$ cat config.mk
export PLATFORM = sky130hd
export DESIGN_NAME = cirno9_ram4ls_ctrl
export DESIGN_NICKNAME = d
export VERILOG_FILES = /design/src/rtl/cirno9_ram4ls_ctrl.sv
export SDC_FILE = /design/constraint.sdc
export NUM_CORES = 1
export LEC_CHECK = 0
export CAP_MARGIN = 5
export CORE_UTILIZATION = 35
export DETAILED_ROUTE_END_ITERATION = 7
export GPL_TIMING_DRIVEN = 0
export HOLD_SLACK_MARGIN = 0.1
export PLACE_DENSITY_LB_ADDON = 0.25
export SLEW_MARGIN = 20
export SYNTH_ARGS = -nofsm -noshare
export SYNTH_HDL_FRONTEND = slang
export SYNTH_SLANG_ARGS = --single-unit
export TNS_END_PERCENT = 30
$ cat constraint.sdc
create_clock -name clk -period 2.36 [get_ports clk]
set_input_delay 0.354 -clock clk [delete_from_list [all_inputs] [get_ports clk]]
set_output_delay 0.354 -clock clk [all_outputs]
set_load 0.01 [all_outputs]
$ cat src/rtl/cirno9_ram4ls_ctrl.sv
// Load/store controller between the cirno9 core data port and a 32-bit synchronous SRAM.
// One access in flight at a time; configurable wait states; out-of-range accesses flagged.
module cirno9_ram4ls_ctrl #(
  parameter int unsigned     WAIT_CYC  = 0,
  parameter longint unsigned MEM_BYTES = 65536,
  parameter logic [31:0]     ERR_RDAT  = 32'h0000_0000
) (
  input  logic        clk,
  input  logic        rst_n,
  input  logic        i_ren,
  input  logic [3:0]  i_wen,
  input  logic [31:0] i_adr,
  input  logic [31:0] i_wdat,
  output logic [31:0] o_rdat,
  output logic        o_rdy,
  output logic        o_err,
  output logic        o_sram_en,
  output logic [3:0]  o_sram_we,
  output logic [31:0] o_sram_adr,
  output logic [31:0] o_sram_din,
  input  logic [31:0] i_sram_dout
);

  // Handshake: o_rdy=1 means the controller is idle; a request (i_ren or any i_wen bit)
  // seen at a clock edge while o_rdy=1 is accepted, and the core holds it stable while o_rdy=0.
  typedef enum logic [1:0] {S_IDLE, S_ISSUE, S_WAIT, S_CAPT} state_t;

  state_t      state, state_nxt;
  logic [3:0]  cnt;
  logic [3:0]  wen_q;
  logic        oor_q;
  logic        req;
  logic        oor;
  logic        accept;

  assign req    = i_ren | (|i_wen);
  assign oor    = {1'b0, i_adr} >= 33'(MEM_BYTES);
  assign accept = (state == S_IDLE) && req;

  always_ff @(posedge clk) begin
    if (!rst_n) state <= S_IDLE;
    else        state <= state_nxt;
  end

  always_comb begin
    state_nxt = state;
    case (state)
      S_IDLE:  if (req) state_nxt = oor ? S_CAPT : S_ISSUE;
      S_ISSUE: state_nxt = (WAIT_CYC > 0) ? S_WAIT : S_CAPT;
      S_WAIT:  if (cnt == 4'(WAIT_CYC)) state_nxt = S_CAPT;
      S_CAPT:  state_nxt = S_IDLE;
      default: state_nxt = S_IDLE;
    endcase
  end

  always_comb begin
    o_rdy     = (state == S_IDLE);
    o_sram_en = (state == S_ISSUE);
    o_sram_we = (state == S_ISSUE) ? wen_q : 4'h0;
  end

  // Address/data stay latched until the next acceptance so the SRAM inputs never wiggle.
  always_ff @(posedge clk) begin
    if (!rst_n) begin
      cnt        <= 4'h0;
      wen_q      <= 4'h0;
      oor_q      <= 1'b0;
      o_rdat     <= 32'h0;
      o_err      <= 1'b0;
      o_sram_adr <= 32'h0;
      o_sram_din <= 32'h0;
    end else begin
      case (state)
        S_IDLE: if (accept) begin
          wen_q      <= i_wen;
          oor_q      <= oor;
          o_err      <= 1'b0;
          o_sram_adr <= i_adr & 32'hFFFF_FFFC;
          o_sram_din <= i_wdat;
        end
        S_ISSUE: cnt <= 4'h1;
        S_WAIT:  cnt <= cnt + 4'h1;
        S_CAPT: begin
          cnt <= 4'h0;
          if (oor_q) o_err <= 1'b1;
          if (wen_q == 4'h0) o_rdat <= oor_q ? ERR_RDAT : i_sram_dout;
        end
        default: cnt <= 4'h0;
      endcase
    end
  end

endmodule

Fig. 1: run 1, sequential cells colored by netlist name
Scale: 2 px per micron. Other sequential cells in the stronger gray, the rest of the logic in the fainter gray.
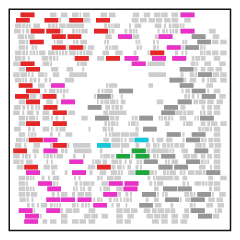
Magenta marks o_sram_adr, flops 30, where widely spread. Green marks wen_q, flops 4. Red marks o_sram_din, flops 32. Cyan marks state, flops 2.
Another 38 sequential cells are not colored.

Fig. 2: run 1, placed standard cells
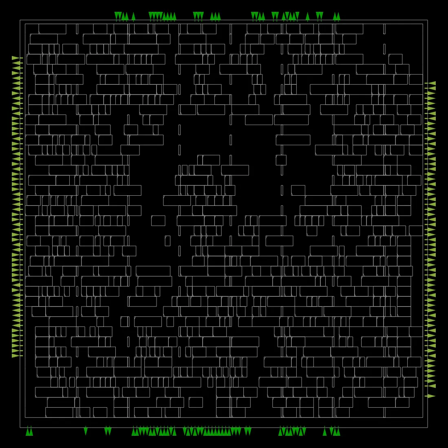
flop share of the area: 0.325
number of sequential cells in the layout: 106
core occupancy in the finished layout: 0.575
Std-Cell Rows: 39

Fig. 3: run 1, placement by cell class
Scale: 2 px per micron.
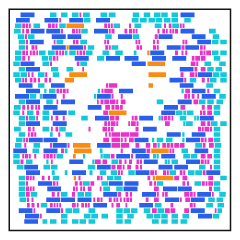
Orange marks clock drivers and dummy loads, cells 16. Blue marks sequential cells, cells 106. Magenta marks remaining logic cells, cells 358. Cyan marks remaining buffers and delay cells, cells 238.

==> summary.txt, run 1 <==
Here are the numbers from the latest Yosys + OpenROAD run.

The number of enable-type register cells in the synthesized netlist is 0. The wire length of the first global-routing pass came out at between 15000 and 20000 microns. The power per unit of standard cell area is 772 nW/um^2. In this run the worst setup path begins at state[0]. All stages included, the depth of the critical timing path comes to 6.

Per the log, the first TritonRoute iteration ended with a DRC count of 182. The type of the tightest min-delay check is reg2reg. The H-tree was split into 3 levels. Clock tree synthesis inserted a total of 9 buffers. The maximum vdd drop came out at roughly 0.43 mV. Per STA, the endpoint of the critical path is o_rdat[8]. The count of clock tree sinks came out at roughly 110. The power attributed to combinational cells is between 1.5 and 2 mW. Per the synthesis report, the simple-gate share of the synthesized area is 0.253. The top contributor to total power is registers.

The floorplan utilization is 0.358. The area overhead of the layout relative to synthesis is 60.4%. Across all stage logs, warnings added up to 34. The global-route met2 utilization is 0.341.

The initial antenna violation count is 0. In this run the register-to-register setup slack is around 0.22 ns. Of the total power, combinational logic draws 0.307. The vertical die dimension reported for this design is 110 microns.

The portion of the clock cycle consumed by the worst path in the final layout is 0.907. After synthesis, the cell types taking the most area are dfxtp_1 (52%), nand2_1 (15%), a21oi_1 (13%). Summed over all instances, the cell type with the most area after synthesis is dfxtp_1. Per the synthesis report, the adder-cell share of the synthesized area is 0.0246. By instance count after routing, the leading logic cell types are clkdlybuf4s50_1 (201), nand2_1 (167), dfxtp_1 (106), a21oi_1 (102), nand3b_1 (32).

The met3 capacity usage during global routing is 0.0777. Setup repair after global routing left no endpoint under its margin. The commonest cells after synthesis are nand2_1 (167), dfxtp_1 (106), a21oi_1 (102).

The average wire length per cell after detail routing is about 14 microns. Summed over all layers, the routed wires come to roughly 12000 microns. The net count of the finished layout came out at between 800 and 900. The summed instance area of the synthesized netlist is between 4000 and 5000 sq um.

The switching part of the total is 0.297. The part of the total power dissipated in the clock network came out at 0.269. The most frequently used library cell after synthesis is nand2_1. Broken down by cell family, the worst path's largest delay share belongs to simple AND/OR/NAND/NOR gates. The total vias in the final route is ~4k. The register clock-pin slew on the reported worst setup and hold paths came out at roughly 0.060 ns. STA classifies the critical path startpoint as a flip-flop.

The largest buffer count on any clock path came out at 2. The length of routed met3 wiring is approximately 1200 microns. The pin count of the biggest net entering global routing came out at 16. The longest incremental delay of any stage on the critical path is reported as just over 0.6 ns. As logged by OpenROAD, the buffers inserted on ports number about 200.

Summed over all failing endpoints, the final setup total negative slack is 0 ns. After clock tree synthesis, the setup repair step added 0 buffers. The critical path goes through ha_1 -> nand2b_1 -> nor4_1 -> clkbuf_1 -> nand3b_1 -> a21oi_1. The via count of the first global-routing pass was about 3.9k.

The cell-mix breakdown from Yosys lists the compound-gate area share as 0.148. The buffer cell driving the clock tree root is clkbuf_16. The number of hold buffers added after CTS is 0. The prevailing logic family in the synthesized netlist is simple AND/OR/NAND/NOR gates.

The origin of the critical flop-to-flop path is state[0]. Among all flip-flop cells after synthesis, the most frequent one is dfxtp_1. Counting instances, the worst hold path has a depth of 2.

The floorplan core area came out at 11400 sq um. The internal power consumption came out at ~3.5 mW. The global routing usage summed across all routing layers came out at 0.194. For this run, the detailed router's first-pass iteration total came to 4. The max-slew check reports its worst relative slack as 0.451. Per the final layout report, the fraction of cells sized above drive strength 1 comes to 0.0446. The net switching power of the design is ~1.5 mW. The power share of the sequential group came out at 0.424. Prior to clock tree synthesis, the placed netlist has a worst setup slack of -0.0457 ns.

In the setup report, the worst path falls into the class reg2reg. The horizontal extent of the die is ~110 microns. The number of placed instances, taps included came out at between 800 and 900.

The number of gates resized after CTS is 0. The remaining antenna violation count is 0. The number of different library cells used by synthesis comes to 31. The mux cell area share after synthesis came out at 0.

According to the timing report, the arrival time at the worst endpoint equals roughly 2.4 ns. The count of placed standard cells in the final layout, fillers left out came out at between 800 and 900. The capturing point of the worst reg2reg path is o_rdat[8]. The boundary pin count is between 200 and 250. The setup violation total in the final timing report is 0.

The number of cells on the worst reg-to-reg path is 6. The detailed-placement wirelength estimate came out at about 9000 microns. The die footprint is about 12000 sq um. The final weighted congestion in routability-driven placement is 0.735. The required time at the endpoint of the critical path is between 2 and 3 ns. For this run, the chip area from Yosys synthesis comes to 4070 sq um. Summed over all nets, wire length on met2 after detailed routing comes to 5630 microns.

For this run the aggregate overflow at the end of global routing stands at 0. STA classifies the critical path endpoint as a flip-flop. For the clock group, total power comes out at roughly 1.4 mW. The flow ran to the end, and the final reports show no timing, DRC or antenna violations. The number of pins exceeding their max-slew limit in the final report came out at 0. The endpoint of the worst hold-timing path is o_rdat[6]. The repair_antennas step left the layout with diodes totalling 0. The average footprint of a synthesized cell came out at 8.14 sq um. The flip-flop and latch power came out at between 2 and 2.5 mW. The transition time at the pin with the least slew margin is 0.817 ns. The highest fanout seen on the critical path is 10. The XOR/XNOR share of the synthesized area came out at 0. The uppermost signal routing layer after detailed routing is met4. The routing usage on met1 came out at 0.215. The critical path's slowest stage uses the library cell nor4_1. TritonCTS built the clock tree. The number of cells in the yosys synthesis report came out at about 500. The count of buffering cells on the critical path with inverters included came out at 1. The achievable clock frequency is ~470 MHz. Of the synthesized area, sequential elements account for 0.521.
run 1: through the flow:
step,hold slack (ns),total power [mW]
after global routing,0.469,5.38
after floorplan,0.440,2.95
after global placement,0.439,3.70
final,0.451,5.05
after detailed placement,0.445,3.74
after CTS,0.454,5.12
run 1: area by class of cell:
type	instances	area [sq um]
fill	1062	4840
sequential	106	2120
inverter	7	26.3
multi-input combinational	351	1740
tap	143	179
clock inverter	2	12.5
timing repair buffer	201	2010
buffer	37	190
clock buffer	14	254
run 1: registers in the layout (all words and copies together) (netlist names):
register	cells
cnt	4
o_sram_adr	30
wen_q	4
state	2
o_err	1
o_rdat	32
o_sram_din	32
oor_q	1
run 1: worst min-delay path, delay by kind of cell (launching register included):
family	cells	cell delay [ns]
AOI/OAI and AO/OA	1	0.05
and+or+nand+nor	1	0.05
DFF	1	0.31
==> run 2: changes to the inputs <==
--- a/config.mk
+++ b/config.mk
@@ -7,9 +7,10 @@
 export LEC_CHECK = 0
 export CAP_MARGIN = 5
 export CORE_UTILIZATION = 35
+export CTS_CLUSTER_SIZE = 14
 export DETAILED_ROUTE_END_ITERATION = 7
 export GPL_TIMING_DRIVEN = 0
-export HOLD_SLACK_MARGIN = 0.1
+export HOLD_SLACK_MARGIN = 0.15
 export PLACE_DENSITY_LB_ADDON = 0.25
 export SLEW_MARGIN = 20
 export SYNTH_ARGS = -nofsm -noshare
Fig. 4: run 2, wires at chosen ports, followed through buffers
Scale: 4 px per micron.
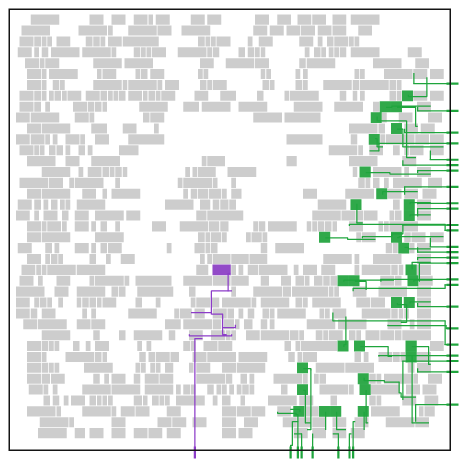
Purple marks o_rdy, bits 1, direction output, edge bottom, end cells 1, buffers 1, wire 74.3 microns. Green marks i_sram_dout, bits 32, direction input, edge 25 right, 7 bottom, end cells 32, buffers 32, wire 714 microns.

==> run 2 against run 1 <==
Cell count stayed put. Sequential cell count is the same. Worst setup slack is the same. Register-to-register slack is essentially flat. Cell area unchanged. Area after synthesis is the same. Critical path type unchanged. Global-route usage unchanged. Hold slack unchanged.
==> summary.txt, run 2 <==
Here are the numbers from the latest Yosys + OpenROAD run.

The horizontal extent of the die came out at ~110 microns. The final weighted congestion in routability-driven placement came out at between 0.7 and 0.8. Per the synthesis report, the number of distinct cell types is 31. The part of the total power dissipated in the clock network is 0.269. The leakage power total is about 2.4 nW.

TritonCTS built the clock tree. The number of max-capacitance violations reported came out at 0. Ranked by instance count, the synthesized netlist is headed by nand2_1 (167), dfxtp_1 (106), a21oi_1 (102). Power comes to 5.05 mW. The number of buffers inserted by port buffering came out at approximately 200.

The overall die height came out at around 110 microns. Of the available clock period, the critical path in the final layout requires 0.907. Summing all flip-flop and latch instances after layout gives between 2000 and 2500 sq um. The initial antenna violation count came to 0. The part of the Yosys area used for sequential elements is 0.521. The internal power of the cells totals between 3 and 4 mW. In the hold report, the worst path ends at o_rdat[6]. The count of buffering cells on the critical path with inverters included is 1. The area overhead of the layout relative to synthesis is 60.4%.

Looking at hold timing, the worst path starts from o_rdat[6]. The total vias in the final route came out at 4115. CTS reports a maximum clock tree buffer depth of 2. The flop-to-flop setup slack came out at ~0.22 ns. Looking at the max-slew report, the worst-margin pin has a slew of between 0.8 and 0.9 ns.

The number of antenna cells inserted came out at 0. Per report_power, the top consumer among the power groups is registers. Note that the worst hold path type here is reg2reg.

The remaining antenna violation count came out at 0. The fraction of registers with async set or reset after synthesis is 0. The via count of the first global-routing pass is between 3k and 4k. STA classifies the critical path endpoint as a flip-flop. The pin count of the biggest net entering global routing is 16. The average footprint of a synthesized cell is 8.14 sq um.

After synthesis, the design contains 500 cells according to Yosys. The number of placed instances, taps included is approximately 850. The power per unit of standard cell area came out at a little under 800 nW/um^2. The total number of yosys warnings came out at 0. For the finished layout, the period the worst path requires is 2.14 ns.

The category of the most critical setup path is reg2reg. STA classifies the critical path startpoint as a flip-flop. The maximum vdd drop came out at roughly 0.43 mV. The iteration-0 DRC count of the detailed router came out at about 180.

The count of clock tree sinks is around 110. The power share of the sequential group is 0.424. Once detailed placement completed, the half-perimeter wirelength came to between 8000 and 9000 microns. For reference, the critical path cell chain is ha_1 -> nand2b_1 -> nor4_1 -> clkbuf_1 -> nand3b_1 -> a21oi_1. Logic depth along the worst register-to-register path is recorded as 6. According to the timing report, the critical path is captured at o_rdat[8]. The final worst setup slack came out at between 0.2 and 0.25 ns. The setup TNS is 0 ns.

The largest registers in the layout are o_rdat: 32 flops, o_sram_din: 32 flops, o_sram_adr: 30 flops. The total tool warning count came out at 34. The cell accounting for the most synthesized area is dfxtp_1. Summed over all layers, the global routing overflow is 0. The stage delay of the slowest cell on the critical path came out at 0.62 ns. The area after detailed placement is 6270 sq um. The number of pins exceeding their max-slew limit in the final report is 0. The slowest library cell on the worst path is nor4_1.

The DRC violation count after routing came out at 0. The cell count after synthesis came out at about 500. The number of post-CTS setup repair buffers is 0. The final layout contains 824 nets. The clock tree synthesis step divided the H-tree into 3 levels. Leaving out buffers and inverters, the combinational logic in the layout accounts for ~1700 sq um. The arrival time of the worst setup path came out at between 2 and 2.5 ns.

Counting the buffers created by CTS gives 9. The average wire length per cell after detail routing is between 10 and 15 microns. The post-layout utilization of the core is 0.575. In this run, power in combinational logic comes to ~1.6 mW. The pre-CTS worst setup slack came out at -0.0457 ns. The final routed wirelength across all metal layers came out at 11700 microns. The flip-flop and latch power came out at around 2.1 mW. The worst register-to-register path ends at o_rdat[8]. The switching part of the total is 0.297.

The report lists the number of standard-cell rows as 39. The flow ran to the end, and the final reports show no timing, DRC or antenna violations. The source-to-sink clock delay at the later pin of the worst-skew pair is roughly 0.34 ns. The proportion of layout cells with a drive suffix above 1 came out at 0.0446.

The number of gates resized after CTS came out at 0. The startpoint of the worst setup timing path is state[0]. The global routing usage summed across all routing layers is 0.194. The boundary pin count came out at between 200 and 250. The cell depth of the worst min-delay path came out at 2. Per report_power, the Clock row totals between 1 and 1.5 mW. The slew check shows that the tightest pin keeps a relative margin of 0.451.

The wire length of the first global-routing pass is ~18000 microns. By area the synthesized netlist is led by dfxtp_1 (52%), nand2_1 (15%), a21oi_1 (13%). The origin of the critical flop-to-flop path is state[0]. Looking at the worst setup and hold paths, the clock pins of their registers show a slew of 0.06 ns.

Per the synth stats, the flop cell with the highest instance count is dfxtp_1. The number of hold-slack violations in the final timing report is 0. The fraction of post-synthesis cell area in the top cell type by area came out at 0.521. The portion of total power attributed to combinational logic came out at 0.307. The count of state elements after synthesis came out at roughly 110. By instance count after routing, the leading logic cell type is clkdlybuf4s50_1. The floorplan utilization is 0.358. The floorplan core area is roughly 11000 sq um. Setup repair after global routing left no endpoint under its margin.

The achievable clock frequency came out at 467 MHz. The die covers 12100 sq um. The number of hold buffers added after CTS came out at 0. In this run the power spent charging and discharging nets is between 1 and 1.5 mW. The final clock skew came out at around 0.0055 ns. In this run the worst path has a maximum fanout of 10.

Counting flops with a built-in enable in the synthesized netlist gives 0. The setup violation total in the final timing report is 0. The family with the most delay on the worst path is simple AND/OR/NAND/NOR gates. The detailed-route vias per instance came out at around 4.8. According to the report, the first pass of detailed routing completed in 4 iterations.

The most critical hold endpoint after final layout shows a slack of 0.451 ns. The post-synthesis chip area from yosys is 4070 sq um. The most popular library cell in the synthesized design by count is nand2_1. The cell area that synthesis handed to floorplanning was 4070 sq um. Data on the critical path is required at its endpoint by between 2 and 3 ns. The buffer cell driving the clock tree root is clkbuf_16. The area of all placed cells without fillers is about 6500 sq um. The number of fillers in the final layout is around 1.1k. The count of placed standard cells in the final layout, fillers left out came out at around 860. The critical path depth in cells came out at 6.

Per the cell usage report, the commonest logic cells after layout are clkdlybuf4s50_1 (201), nand2_1 (167), dfxtp_1 (106), a21oi_1 (102), nand3b_1 (32).
-- run 2: logic make-up (layout without fill, tap and decap cells) --
family	count (synthesis)	count (layout)	synth area share
AND/OR/NAND/NOR	227	227	0.253
AND-OR/OR-AND	114	114	0.148
flip-flops	106	106	0.521
buffers and inverters	44	261	0.0532
adder cells (fa/ha/maj)	8	8	0.0246
other	1	2	0.000921
-- run 2: layer usage --
layer	vias up	global-route usage	routed length (microns)
li1	2077	-	-
met1	1890	0.215	4790
met2	141	0.341	5630
met3	7	0.0777	1210
met4	0	0.0543	89
met5	-	0	0
-- run 2: area by class of cell --
cell class	count	area share
Sequential cell	106	0.325
Timing Repair Buffer	201	0.308
Multi-Input combinational cell	351	0.266
Clock buffer	14	0.0389
Buffer	37	0.0291
Tap cell	143	0.0274
Inverter	7	0.00402
Clock inverter	2	0.00192
No activity file was given, so power comes from the tool's default toggle rates.
